File: config.mk
export PLATFORM = sky130hd
export DESIGN_NAME = sd_cmd_sequencer
export DESIGN_NICKNAME = d
export VERILOG_FILES = /design/src/rtl/sd_host_pkg.sv /design/src/rtl/sd_cmd_timeout.sv /design/src/rtl/sd_cmd_sequencer.sv
export SDC_FILE = /design/constraint.sdc
export NUM_CORES = 1
export LEC_CHECK = 0
export CAP_MARGIN = 20
export CORE_MARGIN = 2
export CORE_UTILIZATION = 35
export DETAILED_ROUTE_END_ITERATION = 12
export PLACE_DENSITY = 0.67
export RECOVER_POWER = 25
export SYNTH_ARGS = -nofsm -noshare
export SYNTH_HDL_FRONTEND = slang
export SYNTH_HIERARCHICAL = 1
export SYNTH_SLANG_ARGS = --single-unit
File: constraint.sdc
create_clock -name clock -period 3.87 [get_ports clock]
set_clock_uncertainty 0.2 [all_clocks]
set_input_delay 0.5805 -clock clock [delete_from_list [all_inputs] [get_ports clock]]
set_output_delay 0.5805 -clock clock [all_outputs]
set_load 0.02 [all_outputs]
File: src/rtl/sd_host_pkg.sv
// Shared encodings for the SD host CMD-line sequencer: FSM states,
// response-type codes and error-status bit positions.
package sd_host_pkg;

  typedef enum logic [2:0] {
    ST_IDLE,
    ST_ISSUE,
    ST_TX,
    ST_WAIT_RSP,
    ST_CHECK,
    ST_COMPLETE
  } cmd_state_t;

  localparam logic [1:0] RSP_NONE    = 2'b00;
  localparam logic [1:0] RSP_136     = 2'b01;
  localparam logic [1:0] RSP_48      = 2'b10;
  localparam logic [1:0] RSP_48_BUSY = 2'b11;

  localparam int ERR_TIMEOUT = 0;
  localparam int ERR_CRC     = 1;
  localparam int ERR_END     = 2;
  localparam int ERR_INDEX   = 3;

  // R2 (136-bit) responses carry a reserved index field, so they are never index-checked.
  function automatic logic is_long_rsp(input logic [1:0] rsp_type);
    return (rsp_type == RSP_136);
  endfunction

endpackage

File: src/rtl/sd_cmd_timeout.sv
// Counts SD-clock ticks while a response is awaited and flags when the
// NCR limit has been reached; the count holds at the limit.
module sd_cmd_timeout #(
  parameter int TIMEOUT_TICKS = 64,
  parameter int TCNT_W        = 7
) (
  input  logic clock,
  input  logic reset,
  input  logic clear,
  input  logic enable,
  output logic expired
);

  localparam logic [TCNT_W-1:0] LIMIT = TCNT_W'(TIMEOUT_TICKS);

  logic [TCNT_W-1:0] count;

  always_ff @(posedge clock or negedge reset) begin
    if (!reset) begin
      count <= '0;
    end else if (clear) begin
      count <= '0;
    end else if (enable && !expired) begin
      count <= count + TCNT_W'(1);
    end
  end

  assign expired = (count == LIMIT);

endmodule

File: src/rtl/sd_cmd_sequencer.sv
// Issues one SD command at a time to the CMD-line PHY, validates the
// response and maintains inhibit, completion, error and response registers.
module sd_cmd_sequencer
  import sd_host_pkg::*;
#(
  parameter int TIMEOUT_TICKS = 64,
  parameter int TCNT_W        = 7
) (
  input  logic         clock,
  input  logic         reset,
  input  logic         sd_tick,
  input  logic         cmd_write,
  input  logic [15:0]  cmd_reg,
  input  logic [31:0]  arg_reg,
  input  logic         soft_rst_cmd,
  input  logic [3:0]   err_clr,
  output logic         phy_start,
  output logic [5:0]   phy_index,
  output logic [31:0]  phy_arg,
  input  logic         phy_tx_done,
  input  logic         phy_rsp_done,
  input  logic [5:0]   phy_rsp_index,
  input  logic         phy_rsp_crc_ok,
  input  logic         phy_rsp_end_ok,
  input  logic [127:0] phy_rsp_data,
  output logic         cmd_inhibit,
  output logic         cmd_complete,
  output logic [3:0]   err_status,
  output logic [127:0] response_out
);

  cmd_state_t   state;
  logic         idx_chk_en;
  logic         crc_chk_en;
  logic [1:0]   rsp_type;
  logic [5:0]   rsp_index;
  logic         rsp_crc_ok;
  logic         rsp_end_ok;
  logic [127:0] rsp_data;
  logic         expired;
  logic         tmr_clear;
  logic         tmr_enable;
  logic [3:0]   chk_err;
  logic [3:0]   err_set;
  logic         unused_cmd_bits;

  assign unused_cmd_bits = ^{cmd_reg[15:14], cmd_reg[7:5], cmd_reg[2]};

  assign tmr_clear  = (state != ST_WAIT_RSP) || soft_rst_cmd;
  assign tmr_enable = (state == ST_WAIT_RSP) && sd_tick;

  sd_cmd_timeout #(
    .TIMEOUT_TICKS (TIMEOUT_TICKS),
    .TCNT_W        (TCNT_W)
  ) u_timeout (
    .clock   (clock),
    .reset   (reset),
    .clear   (tmr_clear),
    .enable  (tmr_enable),
    .expired (expired)
  );

  // Response checks run on the copy captured at phy_rsp_done.
  always_comb begin
    chk_err            = '0;
    chk_err[ERR_END]   = !rsp_end_ok;
    chk_err[ERR_CRC]   = crc_chk_en && !rsp_crc_ok;
    chk_err[ERR_INDEX] = idx_chk_en && !is_long_rsp(rsp_type) && (rsp_index != phy_index);
  end

  // A response arriving in the expiry cycle takes priority over the timeout.
  always_comb begin
    err_set = '0;
    if (!soft_rst_cmd) begin
      if (state == ST_WAIT_RSP && !phy_rsp_done && expired) begin
        err_set[ERR_TIMEOUT] = 1'b1;
      end
      if (state == ST_CHECK) begin
        err_set = chk_err;
      end
    end
  end

  always_ff @(posedge clock or negedge reset) begin
    if (!reset) begin
      state        <= ST_IDLE;
      phy_start    <= 1'b0;
      phy_index    <= '0;
      phy_arg      <= '0;
      cmd_inhibit  <= 1'b0;
      cmd_complete <= 1'b0;
      err_status   <= '0;
      response_out <= '0;
      idx_chk_en   <= 1'b0;
      crc_chk_en   <= 1'b0;
      rsp_type     <= RSP_NONE;
      rsp_index    <= '0;
      rsp_crc_ok   <= 1'b0;
      rsp_end_ok   <= 1'b0;
      rsp_data     <= '0;
    end else begin
      err_status   <= (err_status & ~err_clr) | err_set;
      phy_start    <= 1'b0;
      cmd_complete <= 1'b0;
      if (soft_rst_cmd) begin
        state       <= ST_IDLE;
        cmd_inhibit <= 1'b0;
      end else begin
        case (state)
          ST_IDLE: begin
            if (cmd_write) begin
              phy_index   <= cmd_reg[13:8];
              phy_arg     <= arg_reg;
              idx_chk_en  <= cmd_reg[4];
              crc_chk_en  <= cmd_reg[3];
              rsp_type    <= cmd_reg[1:0];
              cmd_inhibit <= 1'b1;
              state       <= ST_ISSUE;
            end
          end
          ST_ISSUE: begin
            phy_start <= 1'b1;
            state     <= ST_TX;
          end
          ST_TX: begin
            if (phy_tx_done) begin
              if (rsp_type == RSP_NONE) begin
                cmd_complete <= 1'b1;
                state        <= ST_COMPLETE;
              end else begin
                state <= ST_WAIT_RSP;
              end
            end
          end
          ST_WAIT_RSP: begin
            if (phy_rsp_done) begin
              rsp_index  <= phy_rsp_index;
              rsp_crc_ok <= phy_rsp_crc_ok;
              rsp_end_ok <= phy_rsp_end_ok;
              rsp_data   <= phy_rsp_data;
              state      <= ST_CHECK;
            end else if (expired) begin
              cmd_inhibit <= 1'b0;
              state       <= ST_IDLE;
            end
          end
          ST_CHECK: begin
            if (|chk_err) begin
              cmd_inhibit <= 1'b0;
              state       <= ST_IDLE;
            end else begin
              if (is_long_rsp(rsp_type)) begin
                response_out <= {8'h00, rsp_data[127:8]};
              end else begin
                response_out <= {96'h0, rsp_data[31:0]};
              end
              cmd_complete <= 1'b1;
              state        <= ST_COMPLETE;
            end
          end
          ST_COMPLETE: begin
            cmd_inhibit <= 1'b0;
            state       <= ST_IDLE;
          end
          default: begin
            cmd_inhibit <= 1'b0;
            state       <= ST_IDLE;
          end
        endcase
      end
    end
  end

endmodule

**Run 1: routed metal per tile**

The die is cut into 39 by 39 equal tiles; black is low, pale yellow is high, scaled to the fullest tile. Values are wire area over tile area, all layers added.
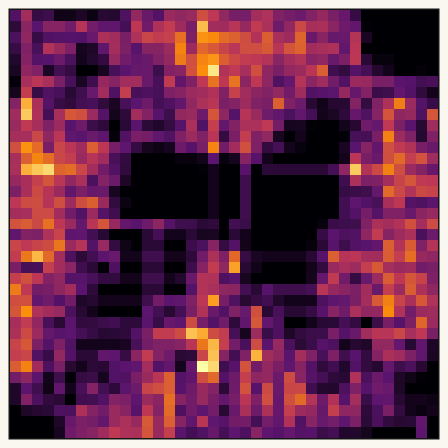
tiles over half the peak	14%
mean over tiles	0.14
emptiest ninth of the die	center
nearly empty tiles	14%
post-detailed-routing wire length: 33420 um
aggregate global-route resource usage: 17.38%

**Run 1: where the registers sit**

Other sequential cells in the stronger gray, the rest of the logic in the fainter gray.
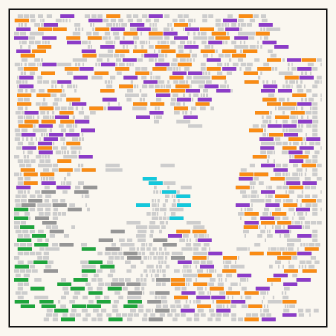
signal	color	placed flops	where
phy_arg	green	32	lower left
u_timeout/count	cyan	7	center
rsp_data	orange	128	widely spread
response_out	purple	120	widely spread
not colored	28

**Run 1: metal 3**

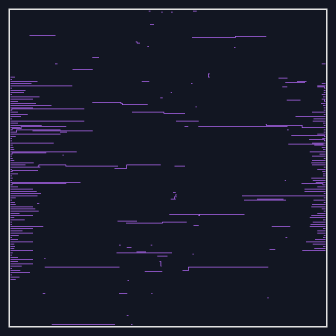
share of all routed wire	6.8%
wire length on this layer	2280 um

==> Implementation_results.wiki, run 1 <==
=== Physical design figures ===
{| class="wikitable"
! Metric !! Value
|-
| Result of the run || finished with violations
|-
| Violations in the final reports || capacitance limit, slew limit
|-
| Setup slack after layout || 0.8991 ns
|-
| Vertical extent of the die || 195.5 um
|-
| Internal cell power || 7.717 mW
|-
| Cell depth of the worst setup path || 6
|-
| OpenROAD warning count || 33
|-
| Pin count of the biggest net entering global routing || 90
|-
| Power Total || 10.76 mW
|-
| Cell type group with the largest total delay on the critical path || buffers and inverters
|-
| Power in combinational cells || 2.55 mW
|-
| Final HPWL from detailed placement || 21690 um
|-
| CP Data Arrival Time || 3.15 ns
|-
| Gr ovfl total || 0
|-
| TritonCTS buffer count || 37
|-
| EDFF count, synth || 0
|-
| Post-Syn Area || 12840 um^2
|-
| Total of fill cells in the finished design || 3213
|-
| Met1 wire length || 13860 um
|-
| Total I/O pin count || 368
|-
| DRT Pass-1 Iters || 6
|-
| Unrepaired setup endpoints after global routing || no
|-
| Final core utilization || 50.03%
|-
| Setup TNS || 0 ns
|-
| MaxCap Viol Count || 1
|-
| Critical path buffer and inverter count || 2
|-
| Total count of max-transition violations in the final report || 74
|-
| Largest class || flip-flops and latches
|-
| Final Hold Fails || 0
|-
| GR peak layer || met2
|-
| Antenna violations before repair || 2
|-
| Startpoint of the worst-slack reg-to-reg timing path || state[0]
|-
| Compound-gate portion of the synthesized area || 4.902%
|-
| Global-route track usage on met2 || 29.01%
|-
| Termination of the worst setup path || response_out[10]
|-
| Combinational gate area || 4300 um^2
|-
| Post-synth mux share || 18.59%
|-
| Endpoint, Worst Hold || response_out[29]
|-
| Part of the total power dissipated in the clock network || 33.0%
|-
| Final antenna diode count || 2
|-
| Overall die width || 195.5 um
|}
==> run 1 -> run 2 <==
Clock period 3.87 ns to 3 ns, I/O delays scaled along.
**Run 2: routed metal per tile**

The die is cut into 39 by 39 equal tiles; black is low, pale yellow is high, scaled to the fullest tile. Values are wire area over tile area, all layers added.
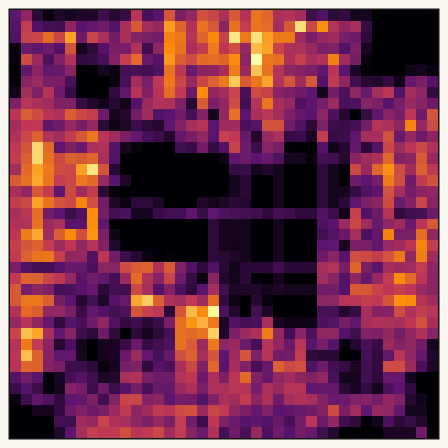
densest ninth of the die	top center
mean over tiles	0.14
tiles over half the peak	20%
emptiest ninth of the die	center
fullest tile	0.47
nearly empty tiles	14%
aggregate global-route resource usage: 17.66%
total vias in the final route: 9165
average routed wire per standard cell: 17.60 um
post-detailed-routing wire length: 33550 um

**Run 2: wires at chosen ports, followed through buffers**

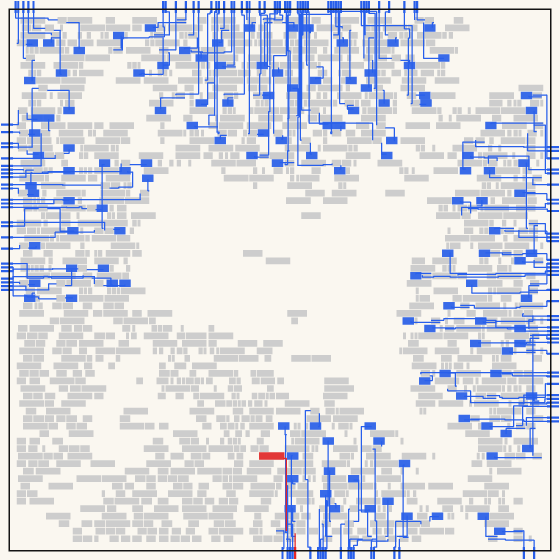
port	color	direction	end cells	wire
cmd_complete	red	output	1	32.7 um
phy_rsp_data	blue	input	128	4220 um
total I/O pin count: 368
input/output buffers: 353

==> run 2 against run 1 <==
  * Critical path type is now flop to flop
  * Die area did not move
  * Total power is 26% higher
  * Area after synthesis unchanged
  * Critical endpoint is now response_out[41]
  * Combinational power grew 29%
  * Register-to-register slack lost 0.76 ns
  * Utilization about the same
  * Cell count up 0.21%
  * Via count up 0.52%
  * Highest routed layer unchanged
  * The run now ends clean
  * Sequential share of layout area barely moved
  * Critical path depth increased by 1
  * Setup slack worse by 0.55 ns
==> Implementation_results.wiki, run 2 <==
=== Physical design figures ===
{| class="wikitable"
! Metric !! Value
|-
| Result of the run || finished clean
|-
| Global-route track usage on met2 || 28.47% (-0.54 points)
|-
| Pin count of the biggest net entering global routing || 74 (-18%)
|-
| MaxCap Viol Count || 0 (-1)
|-
| Gr ovfl total || 0 (unchanged)
|-
| Post-synth mux share || 18.59% (unchanged)
|-
| Compound-gate portion of the synthesized area || 4.902% (unchanged)
|-
| Largest class || flip-flops and latches
|-
| Final HPWL from detailed placement || 22140 um (+2.1%)
|-
| Overall die width || 195.5 um (unchanged)
|-
| TritonCTS buffer count || 37 (unchanged)
|-
| Setup TNS || 0 ns (unchanged)
|-
| GR peak layer || met2
|-
| Combinational gate area || 4300 um^2 (unchanged)
|-
| Internal cell power || 9.690 mW (+26%)
|-
| Setup slack after layout || 0.3525 ns (-0.5466 ns)
|-
| Endpoint, Worst Hold || err_status[1]
|-
| Vertical extent of the die || 195.5 um (unchanged)
|-
| Critical path buffer and inverter count || 3 (+1)
|-
| CP Data Arrival Time || 2.87 ns (-0.28 ns)
|-
| Post-Syn Area || 12840 um^2 (unchanged)
|-
| Final Hold Fails || 0 (unchanged)
|-
| EDFF count, synth || 0 (unchanged)
|-
| Final antenna diode count || 0 (-2)
|-
| Unrepaired setup endpoints after global routing || no
|-
| Total of fill cells in the finished design || 3221 (+0.25%)
|-
| Termination of the worst setup path || response_out[41]
|-
| Met1 wire length || 13880 um (+0.12%)
|-
| Cell type group with the largest total delay on the critical path || simple AND/OR/NAND/NOR gates
|-
| Power Total || 13.57 mW (+26%)
|-
| OpenROAD warning count || 33 (unchanged)
|}
**Run 2: metal 3**

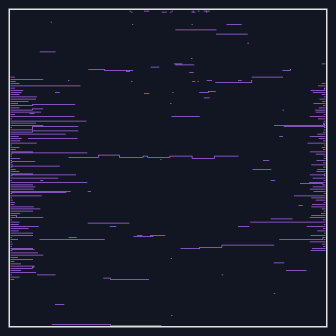
longest straight run	47.1 um
main direction	horizontal
met3 usage in global routing: 5.233%

Power is estimated from default activity; no workload was simulated.
